==> run_1/zoom.png <==
Region (16, 73) to (41, 98) um. Cells in grey, sequential cells in the stronger grey; small squares are vias.
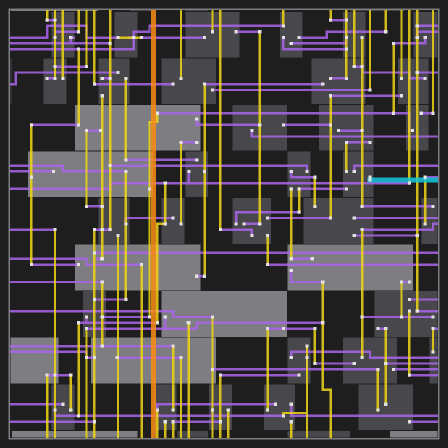
==> run_1/met1.png <==
(4 px per um)
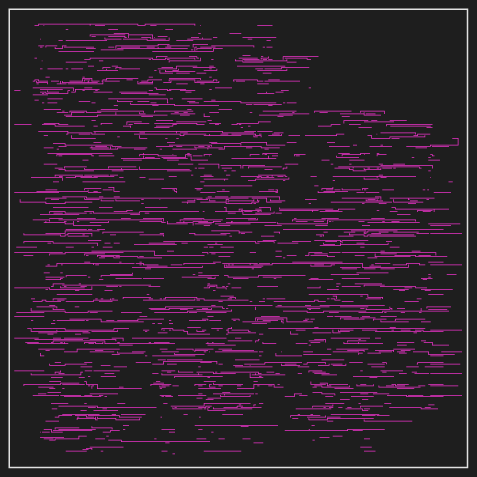
==> run_1/final_congestion.png <==
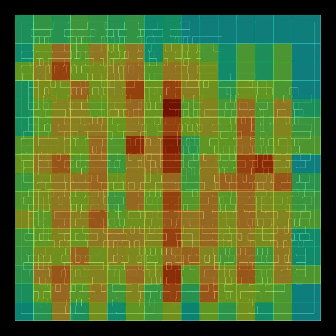
$ cat src/rtl/axi_mm_chk_seq.sv
// axi_mm_chk_seq: arms the AXI-MM pattern checker, launches patgen, tallies verdicts.
// Optional: AXI_MM_CHK_SEQ_STOP_ON_FAIL_EN ends the session on the first failed run.

module axi_mm_chk_seq #(
  parameter int RUN_W      = 8,
  parameter int TMO_W      = 16,
  parameter int SETTLE_CYC = 4,
  parameter int GAP_CYC    = 8
) (
  input  logic             rdclk,
  input  logic             rst_n,
  input  logic             start,
  input  logic             abort,
  input  logic             cont_mode,
  input  logic [RUN_W-1:0] num_runs,
  input  logic [7:0]       burst_len,
  input  logic [TMO_W-1:0] tmo_limit,
  input  logic [1:0]       patchkr_out,
  input  logic             chkr_fifo_full,
  output logic             patchkr_en,
  output logic             cntuspatt_en,
  output logic [7:0]       patgen_cnt,
  output logic             patgen_go,
  output logic             busy,
  output logic             done,
  output logic [RUN_W-1:0] pass_cnt,
  output logic [RUN_W-1:0] fail_cnt,
  output logic             tmo_err,
  output logic             ovf_err
);

`ifdef AXI_MM_CHK_SEQ_STOP_ON_FAIL_EN
  localparam bit STOP_ON_FAIL = 1'b1;
`else
  localparam bit STOP_ON_FAIL = 1'b0;
`endif

  localparam int CMAX  = (SETTLE_CYC > GAP_CYC) ? SETTLE_CYC : GAP_CYC;
  localparam int CNT_W = $clog2(CMAX + 1);

  typedef enum logic [2:0] {
    S_IDLE,
    S_ARM,
    S_SETTLE,
    S_LAUNCH,
    S_WAIT,
    S_RECORD,
    S_GAP,
    S_FIN
  } state_t;

  state_t r_state;
  state_t w_nstate;

  logic             r_start;
  logic             r_cont;
  logic             r_cus;
  logic             r_tmo_err;
  logic             r_ovf;
  logic [RUN_W-1:0] r_nruns;
  logic [RUN_W-1:0] r_idx;
  logic [RUN_W-1:0] r_pass;
  logic [RUN_W-1:0] r_fail;
  logic [7:0]       r_burst;
  logic [CNT_W-1:0] r_cnt;
  logic [TMO_W-1:0] r_tmo;

  logic             w_go;
  logic             w_wait;
  logic             w_tmo_hit;
  logic             w_pass;
  logic             w_fail;
  logic             w_tmo;
  logic             w_last;
  logic [TMO_W:0]   w_tmo_nx;
  logic [RUN_W-1:0] w_idx_nx;

  assign w_go      = start & ~r_start;
  assign w_wait    = (r_state == S_WAIT) & ~abort;
  assign w_tmo_nx  = {1'b0, r_tmo} + (TMO_W+1)'(1);
  assign w_tmo_hit = (tmo_limit != '0) &&
                     (w_tmo_nx >= {1'b0, tmo_limit});
  // A verdict in the timeout cycle takes precedence.
  assign w_pass    = w_wait & (patchkr_out == 2'b11);
  assign w_fail    = w_wait & (patchkr_out == 2'b10);
  assign w_tmo     = w_wait & ~w_pass & ~w_fail & w_tmo_hit;
  assign w_idx_nx  = r_idx + RUN_W'(1);
  assign w_last    = (w_idx_nx == r_nruns);

  assign cntuspatt_en = r_cus;
  assign patgen_cnt   = busy ? r_burst : 8'd0;
  assign pass_cnt     = r_pass;
  assign fail_cnt     = r_fail;
  assign tmo_err      = r_tmo_err;
  assign ovf_err      = r_ovf;

  always_comb begin
    w_nstate   = r_state;
    patchkr_en = 1'b0;
    patgen_go  = 1'b0;
    done       = 1'b0;
    busy       = (r_state != S_IDLE) && (r_state != S_FIN);
    if (abort && busy) begin
      w_nstate = S_FIN;
    end else begin
      unique case (r_state)
        S_IDLE:   if (w_go) w_nstate = S_ARM;
        S_ARM:    w_nstate = S_SETTLE;
        // ARM itself counts, so launch lands SETTLE_CYC after arm
        S_SETTLE: if (r_cnt == CNT_W'(SETTLE_CYC - 2))
                    w_nstate = S_LAUNCH;
        S_LAUNCH: w_nstate = S_WAIT;
        S_WAIT: begin
          if (w_pass)
            w_nstate = S_RECORD;
          else if (w_fail || w_tmo)
            w_nstate = STOP_ON_FAIL ? S_FIN : S_RECORD;
        end
        S_RECORD: w_nstate = w_last ? S_FIN : S_GAP;
        S_GAP:    if (r_cnt == CNT_W'(GAP_CYC - 1))
                    w_nstate = S_ARM;
        S_FIN:    w_nstate = S_IDLE;
        default:  w_nstate = S_IDLE;
      endcase
    end
    if (r_state == S_ARM) patchkr_en = ~r_cont;
    if (r_state == S_LAUNCH) patgen_go = 1'b1;
    if (r_state == S_FIN) done = 1'b1;
  end

  always_ff @(posedge rdclk) begin
    if (!rst_n) begin
      r_state   <= S_IDLE;
      r_start   <= 1'b0;
      r_cont    <= 1'b0;
      r_cus     <= 1'b0;
      r_tmo_err <= 1'b0;
      r_ovf     <= 1'b0;
      r_nruns   <= '0;
      r_idx     <= '0;
      r_pass    <= '0;
      r_fail    <= '0;
      r_burst   <= '0;
      r_cnt     <= '0;
      r_tmo     <= '0;
    end else begin
      r_state <= w_nstate;
      r_start <= start;
      if (r_state == S_IDLE && w_go) begin
        r_cont    <= cont_mode;
        r_cus     <= cont_mode;
        r_nruns   <= (num_runs == '0) ? RUN_W'(1) : num_runs;
        r_burst   <= burst_len;
        r_idx     <= '0;
        r_pass    <= '0;
        r_fail    <= '0;
        r_tmo_err <= 1'b0;
        r_ovf     <= 1'b0;
      end
      if (r_state == S_ARM || r_state == S_RECORD)
        r_cnt <= '0;
      else if (r_state == S_SETTLE || r_state == S_GAP)
        r_cnt <= r_cnt + CNT_W'(1);
      if (r_state == S_RECORD)
        r_idx <= w_idx_nx;
      if (r_state == S_LAUNCH)
        r_tmo <= '0;
      else if (r_state == S_WAIT && r_tmo != '1)
        r_tmo <= r_tmo + TMO_W'(1);
      if (w_pass && r_pass != '1)
        r_pass <= r_pass + RUN_W'(1);
      if ((w_fail || w_tmo) && r_fail != '1)
        r_fail <= r_fail + RUN_W'(1);
      if (w_tmo)
        r_tmo_err <= 1'b1;
      if ((r_state == S_LAUNCH || r_state == S_WAIT) &&
          chkr_fifo_full)
        r_ovf <= 1'b1;
      if (r_state == S_FIN)
        r_cus <= 1'b0;
    end
  end

endmodule
$ cat config.mk
export PLATFORM = sky130hd
export DESIGN_NAME = axi_mm_chk_seq
export DESIGN_NICKNAME = d
export VERILOG_FILES = /design/src/rtl/axi_mm_chk_seq.sv
export SDC_FILE = /design/constraint.sdc
export NUM_CORES = 1
export LEC_CHECK = 0
export CAP_MARGIN = 15
export CELL_PAD_IN_SITES_DETAIL_PLACEMENT = 2
export CELL_PAD_IN_SITES_GLOBAL_PLACEMENT = 2
export CORE_MARGIN = 2
export CORE_UTILIZATION = 33
export DETAILED_ROUTE_END_ITERATION = 10
export GPL_ROUTABILITY_DRIVEN = 0
export PLACE_DENSITY = 0.85
export SLEW_MARGIN = 20
export SYNTH_ARGS = -nofsm -noshare
export SYNTH_HDL_FRONTEND = slang
export SYNTH_SLANG_ARGS = --single-unit
$ cat constraint.sdc
create_clock -name rdclk -period 7.36 [get_ports rdclk]
set_input_delay 1.472 -clock rdclk [delete_from_list [all_inputs] [get_ports rdclk]]
set_output_delay 1.472 -clock rdclk [all_outputs]
set_load 0.005 [all_outputs]
==> results.py, run 1 <==
# Flow results
metrics = {
    "run_status": {
        "outcome": "finished clean",
    },
    "drt": {
        "wl_per_cell_um": 18.10,
        "met3_length_um": 559,
        "wl_met2_mm": 6.619,
        "detail-route-antenna-nets": 0,
        "avgViaCountPerCell": 5.465,
        "drt_wl_total_mm": 13.30,
        "drt-initial-drc-count": 114,
        "m1WireLength_mm": 5.889,
        "top_layer_used": "met4",
        "drc_errors": 0,
    },
    "timing": {
        "skew_ns": 0.005336,
        "setup_slack_ns": 3.398,
        "finalCriticalPeriod_ns": 3.962,
        "final.setup.tns_ns": 0,
        "finalHoldWorstSlack_ns": 0.4591,
        "period_used_pct": 53.84,
        "rsz0062_at_grt": "no",
        "hold_violations": 0,
        "setup_violations": 0,
        "worstMarginPinSlew_ns": 0.8477,
    },
    "final_layout": {
        "comb_area_mm2": 0.002461,
        "stdcell_count": 735,
        "num_antenna_cells": 0,
        "largest_reg_flops": 16,
        "dominant_cells": "logic gates",
        "final_cell_area_mm2": 0.005134,
        "nClkBuffers": 11,
        "sh_comb_area_pct": 47.94,
        "seq_cells": 68,
        "layout_top_cell": "clkdlybuf4s50_1",
        "final_cell_mix": "clkdlybuf4s50_1, dfxtp_1, nand2_1, nor2_1, a21oi_1",
        "sh_seq_area_pct": 26.52,
        "buffer_area_share_pct": 13.94,
        "fillers": 1356,
    },
    "synth": {
        "ys_top_logic_family": "simple AND/OR/NAND/NOR gates",
        "netlist_area_mm2": 0.004006,
        "xor_share_pct": 8.089,
        "syn_nets": 584,
        "ff_type": "dfxtp_1",
        "synth_top_cell_by_count": "dfxtp_1",
        "synthMuxAreaShare_pct": 1.093,
        "edf_count": 0,
        "top_cells_by_area": "dfxtp_1, ha_1, nand2_1, a21oi_1, nor2_1",
        "synth.top_cell.area_share_pct": 33.98,
        "synth_chip_area_mm2": 0.004006,
        "ys_sh_adder_pct": 6.871,
        "synthSimpleGateAreaFrac_pct": 29.01,
        "top_cells_by_count": "dfxtp_1, nand2_1, nor2_1",
        "yosys.area_share.aoi_pct": 16.27,
        "synth_area_leader_cell": "dfxtp_1",
    },
    "power": {
        "worst_ir_drop_vdd_v": 0.00008887,
        "clockPowerShare_pct": 36.2,
        "power.leakage_nw": 1.987,
        "p_total_mw": 1.295,
        "combPwrFrac_pct": 27.4,
        "netSwitchingFraction_pct": 33.74,
        "p_sw_uw": 436.9,
    },
    "place": {
        "pre_cts_ws_ns": 3.318,
        "dp_hpwl_mm": 9.605,
    },
    "clock_tree": {
        "clk_latency_ns": 0.34,
        "clk_pin_slew_ns": 0.06,
        "cts_hold_buf": 0,
        "cts_buffers": 9,
        "postCtsSetupBuffers": 0,
        "ctsResizeCount": 0,
        "htreeDepth": 3,
        "cts_tree": "built",
    },
    "critical_path": {
        "crit_chain": "inv_1 -> nor4_1 -> clkdlybuf4s50_1",
        "worstSetupEndpoint": "patchkr_en",
        "cpPeakStageDelay_ns": 0.74,
        "r2r_end": "fail_cnt[4]$_SDFFE_PN0P_",
        "critical-path-top-delay-family": "buffers and inverters",
        "cp-start-kind": "flip-flop",
        "slowest_stage": "dfxtp_1",
        "arrival_ns": 2.49,
        "worstSetupPathType": "flip-flop to output pin",
        "reg2reg_slack_ns": 3.51,
        "cp-startpoint": "r_state[0]$_SDFFE_PN0P_",
        "critPathMaxFanout": 18,
    },
    "job": {
        "maxCapViolCount": 0,
    },
    "global_routing": {
        "grt_pass1_vias": 4442,
        "overflow": 0,
        "grt_antenna_before_repair": 0,
    },
    "floorplanning": {
        "row_count": 40,
        "ios": 71,
        "nWellTaps": 147,
    },
    "worst_hold_path": {
        "hold_path_end": "r_burst[4]$_SDFFE_PN0P_",
        "min_from": "r_burst[4]$_SDFFE_PN0P_",
        "hold_depth": 2,
    },
}
Back to the opening pictures, zoom.png:
layer	colour
met2	yellow
met3	cyan
met4	orange
met1	purple
most frequent	nand2_1 (8), dfxtp_1 (6)
cells with their middle in the window	37
sequential cells in the window	6
netlist names of flops here include	r_nruns (5), r_idx (1)

Back to the opening pictures, met1.png:
nets with wire on the layer	585
wire length on this layer	5890 um
share of all routed wire	44%

Back to the opening pictures, final_congestion.png:
met3 track demand over resource: 4.341%
final core utilization: 43.10%
grt met2 use: 38.73%
met1 Usage GRT: 24.24%
GRT Total Usage: 21.22%

==> run_1/drive_strength.png <==
(3 px per um)
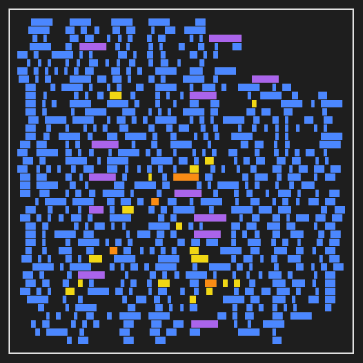

--- run 2 (diff from run 1) ---
- CORE_UTILIZATION: 33 -> 27
- PLACE_DENSITY: 0.85 -> 0.74
- clock period: 7.36 -> 3.5 ns (I/O delays scaled with it)
==> run_2/drive_strength.png <==
(3 px per um)
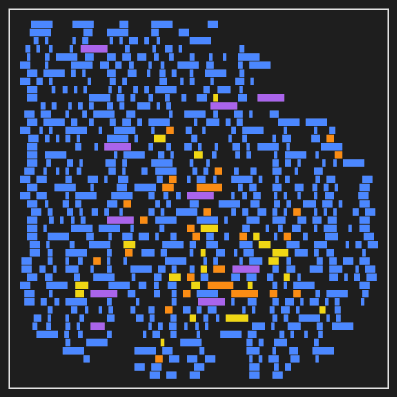
size	colour	cells	share
drive 3 to 4	orange	26	4.3%
drive 2	yellow	21	3.5%
drive 1 or less	blue	548	91%
drive 6 and up	purple	10	1.7%

==> run_2/cell_classes.png <==
(3 px per um)
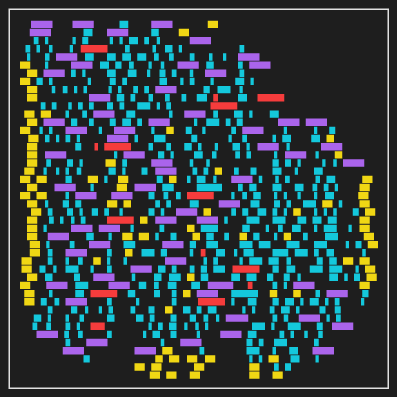
class	colour	cells	share of their area
clock drivers and dummy loads	red	14	5.1%
other buffers and delay cells	yellow	91	17%
all other logic	cyan	432	51%
flip-flops	purple	68	27%

==> run_2/zoom.png <==
Region (19, 82) to (44, 107) um. Cells in grey, sequential cells in the stronger grey; small squares are vias.
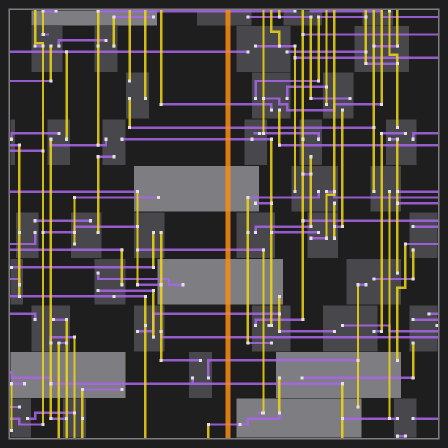
layer	colour
met2	yellow
met4	orange
met1	purple
netlist names of flops here include	r_nruns (3)
sequential cells in the window	5
most frequent	nand2_1 (9), a21oi_1 (7), dfxtp_1 (5)
cells with their middle in the window	36

==> results.py, run 2 <==
# Flow results
metrics = {
    "drt": {
        "drt-initial-drc-count": 143,
        "wl_per_cell_um": 16.99,
        "avgViaCountPerCell": 5.117,
        "m1WireLength_mm": 6.105,
        "detail-route-antenna-nets": 0,
        "drt_wl_total_mm": 13.40,
        "drc_errors": 0,
        "wl_met2_mm": 6.540,
        "top_layer_used": "met4",
    },
    "critical_path": {
        "worstSetupEndpoint": "fail_cnt[5]$_SDFFE_PN0P_",
        "slowest_stage": "dfxtp_1",
        "crit_chain": "nand3_1 -> nor3_1 -> nand2_1 -> nor3_1 -> xor2_1 -> ha_1 -> nand3_1 -> nor2_1 -> a311o_1 -> a41oi_2 -> nand2_4 -> buf_4 -> o31ai_1",
        "cp-startpoint": "r_tmo[2]$_SDFFE_PP0P_",
        "r2r_end": "fail_cnt[5]$_SDFFE_PN0P_",
        "arrival_ns": 3.59,
        "reg2reg_slack_ns": 0.16,
        "critical-path-top-delay-family": "simple AND/OR/NAND/NOR gates",
        "worstSetupPathType": "flip-flop to flip-flop",
        "critPathMaxFanout": 6,
        "cp-start-kind": "flip-flop",
        "cpPeakStageDelay_ns": 0.42,
    },
    "timing": {
        "finalHoldWorstSlack_ns": 0.4583,
        "setup_slack_ns": 0.1608,
        "hold_violations": 0,
        "final.setup.tns_ns": 0,
        "skew_ns": 0.005245,
        "period_used_pct": 95.41,
        "finalCriticalPeriod_ns": 3.339,
        "setup_violations": 0,
        "worstMarginPinSlew_ns": 0.6017,
    },
    "synth": {
        "synthMuxAreaShare_pct": 1.093,
        "netlist_area_mm2": 0.004006,
        "synthSimpleGateAreaFrac_pct": 29.01,
        "top_cells_by_area": "dfxtp_1, ha_1, nand2_1, a21oi_1, nor2_1",
        "xor_share_pct": 8.089,
        "ys_top_logic_family": "simple AND/OR/NAND/NOR gates",
        "synth_chip_area_mm2": 0.004006,
        "ff_type": "dfxtp_1",
        "synth_area_leader_cell": "dfxtp_1",
        "synth_top_cell_by_count": "dfxtp_1",
        "yosysWarnings": 0,
        "top_cells_by_count": "dfxtp_1, nand2_1, nor2_1",
        "ys_sh_adder_pct": 6.871,
        "syn_nets": 584,
        "synth.top_cell.area_share_pct": 33.98,
    },
    "final_layout": {
        "largest_reg_flops": 16,
        "stdcell_count": 789,
        "seq_cells": 68,
        "num_antenna_cells": 0,
        "comb_area_mm2": 0.002495,
        "final_cell_area_mm2": 0.005301,
        "dominant_cells": "logic gates",
        "layout_top_cell": "clkdlybuf4s50_1",
        "nClkBuffers": 11,
        "sh_comb_area_pct": 47.06,
        "final_cell_mix": "clkdlybuf4s50_1, nand2_1, dfxtp_1, nor2_1, a21oi_1",
        "utilization_pct": 36.48,
        "sh_seq_area_pct": 25.77,
    },
    "worst_hold_path": {
        "hold_depth": 2,
        "min_from": "r_burst[2]$_SDFFE_PN0P_",
    },
    "power": {
        "worst_ir_drop_vdd_v": 0.0002324,
        "p_total_mw": 2.595,
        "p_sw_uw": 908.2,
        "power.leakage_nw": 2.043,
        "clockPowerShare_pct": 31.8,
        "combPwrFrac_pct": 31.8,
    },
    "run_status": {
        "outcome": "finished clean",
    },
    "clock_tree": {
        "postCtsSetupBuffers": 0,
        "clk_latency_ns": 0.34,
        "clk_pin_slew_ns": 0.05,
        "cts_tree": "built",
        "htreeDepth": 3,
        "ctsResizeCount": 1,
    },
    "global_routing": {
        "grt_util_met2_pct": 29.70,
        "global_route.usage.met3_pct": 4.036,
        "grtUsageMet1_pct": 21.12,
        "grt_pass1_vias": 4489,
        "grt_antenna_before_repair": 0,
        "track_usage_pct": 17.16,
    },
    "place": {
        "dp_hpwl_mm": 9.896,
    },
    "floorplanning": {
        "nWellTaps": 184,
        "row_count": 44,
        "ios": 71,
    },
    "job": {
        "maxCapViolCount": 0,
    },
}
==> run_2/met1.png <==
(4 px per um)
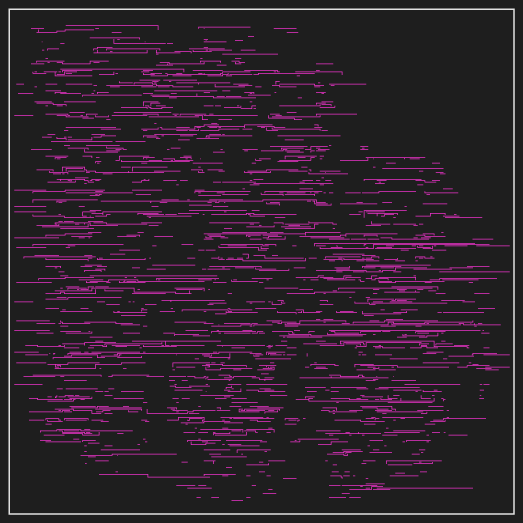

--- run 3 (diff from run 2) ---
- clock period: 3.5 -> 2.8 ns (I/O delays scaled with it)
==> run_3/met1.png <==
(4 px per um)
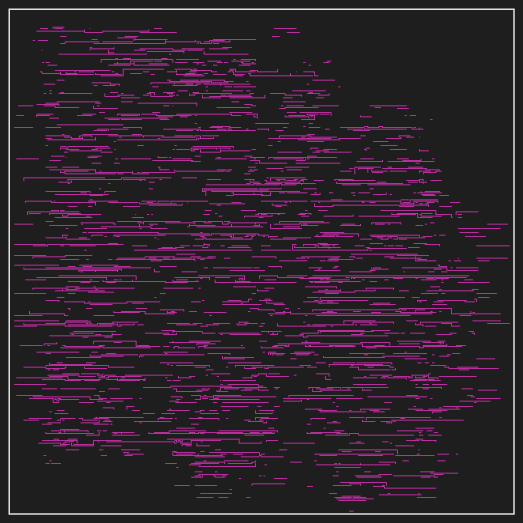
wire length on this layer	6810 um
share of all routed wire	43%

==> run_3/drive_strength.png <==
(3 px per um)
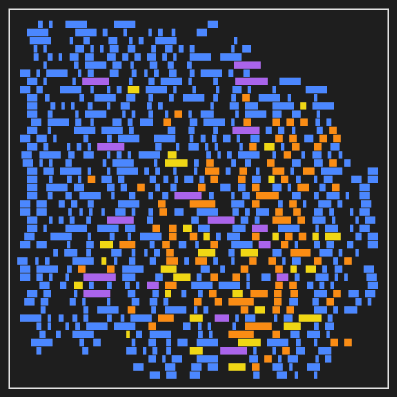
size	colour	cells	share
drive 1 or less	blue	526	79%
drive 6 and up	purple	16	2.4%
drive 2	yellow	30	4.5%
drive 3 to 4	orange	94	14%

==> results.py, run 3 <==
# Flow results
metrics = {
    "run_status": {
        "outcome": "finished, violations left",
        "failed_checks": "negative setup slack",
    },
    "critical_path": {
        "arrival_ns": 3.43,
        "crit_chain": "ha_4 -> nand4_1 -> nor2_2 -> nand3_4 -> nor2_4 -> xor2_2 -> ha_1 -> a21o_1 -> a21o_1 -> a311o_1 -> a41oi_2 -> nand2_4 -> mux2_4 -> o41ai_2",
        "critPathMaxFanout": 6,
        "slowest_stage": "dfxtp_4",
        "r2r_end": "fail_cnt[4]$_SDFFE_PN0P_",
        "cp-startpoint": "r_tmo[1]$_SDFFE_PP0P_",
        "cpPeakStageDelay_ns": 0.37,
        "critical-path-top-delay-family": "AND-OR/OR-AND gates",
    },
    "power": {
        "power.leakage_nw": 2.420,
        "combPwrFrac_pct": 32.9,
        "worst_ir_drop_vdd_v": 0.0002785,
        "clockPowerShare_pct": 34.3,
        "p_sw_mw": 1.252,
    },
    "drt": {
        "detail-route-antenna-nets": 0,
        "avgViaCountPerCell": 5.166,
        "wl_per_cell_um": 18.41,
        "drt-initial-drc-count": 167,
        "m1WireLength_mm": 6.805,
    },
    "timing": {
        "finalCriticalPeriod_ns": 3.187,
        "rsz0062_at_grt": "yes",
        "finalHoldWorstSlack_ns": 0.4586,
        "setup_violations": 13,
        "final.setup.tns_ns": -3.158,
        "worstMarginPinSlew_ns": 0.4943,
        "setup_slack_ns": -0.3870,
        "skew_ns": 0.007634,
        "hold_violations": 0,
    },
    "global_routing": {
        "track_usage_pct": 19.89,
        "grtUsageMet1_pct": 24.21,
        "grt_util_met2_pct": 35.33,
        "global_route.usage.met3_pct": 3.398,
        "overflow": 0,
        "grt_antenna_before_repair": 0,
        "grt_pass1_vias": 4947,
    },
    "synth": {
        "synthSimpleGateAreaFrac_pct": 29.01,
        "yosysWarnings": 0,
        "xor_share_pct": 8.089,
        "ys_sh_adder_pct": 6.871,
        "synthMuxAreaShare_pct": 1.093,
        "syn_nets": 584,
        "yosys.area_share.aoi_pct": 16.27,
        "netlist_area_mm2": 0.004006,
        "top_cells_by_count": "dfxtp_1, nand2_1, nor2_1",
        "ys_top_logic_family": "simple AND/OR/NAND/NOR gates",
        "synth_chip_area_mm2": 0.004006,
        "synth_top_cell_by_count": "dfxtp_1",
        "synth.top_cell.area_share_pct": 33.98,
    },
    "floorplanning": {
        "row_count": 44,
        "ios": 71,
    },
    "clock_tree": {
        "clk_latency_ns": 0.35,
        "cts_tree": "built",
        "htreeDepth": 3,
        "cts_buffers": 9,
        "ctsResizeCount": 22,
        "cts_hold_buf": 0,
        "postCtsSetupBuffers": 17,
        "clk_pin_slew_ns": 0.06,
    },
    "job": {
        "maxCapViolCount": 0,
    },
    "final_layout": {
        "buffer_area_share_pct": 22.05,
        "largest_reg_flops": 16,
        "layout_top_cell": "buf_4",
        "final_cell_mix": "buf_4, clkdlybuf4s50_1, nand2_1, dfxtp_1, nor2_1",
        "num_antenna_cells": 0,
        "utilization_pct": 41.19,
        "stdcell_count": 850,
        "final_cell_area_mm2": 0.005987,
        "seq_cells": 68,
        "dominant_cells": "logic gates",
        "fillers": 1666,
    },
    "place": {
        "dp_hpwl_mm": 10.67,
    },
    "worst_hold_path": {
        "hold_depth": 2,
        "hold_path_end": "r_burst[0]$_SDFFE_PN0P_",
    },
}
==> run_3/cell_classes.png <==
(3 px per um)
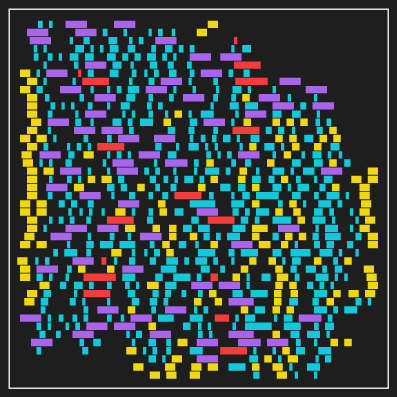
class	colour	cells	share of their area
other buffers and delay cells	yellow	150	23%
flip-flops	purple	68	24%
clock drivers and dummy loads	red	16	5.5%
all other logic	cyan	432	48%

Power is estimated from default activity; no workload was simulated.
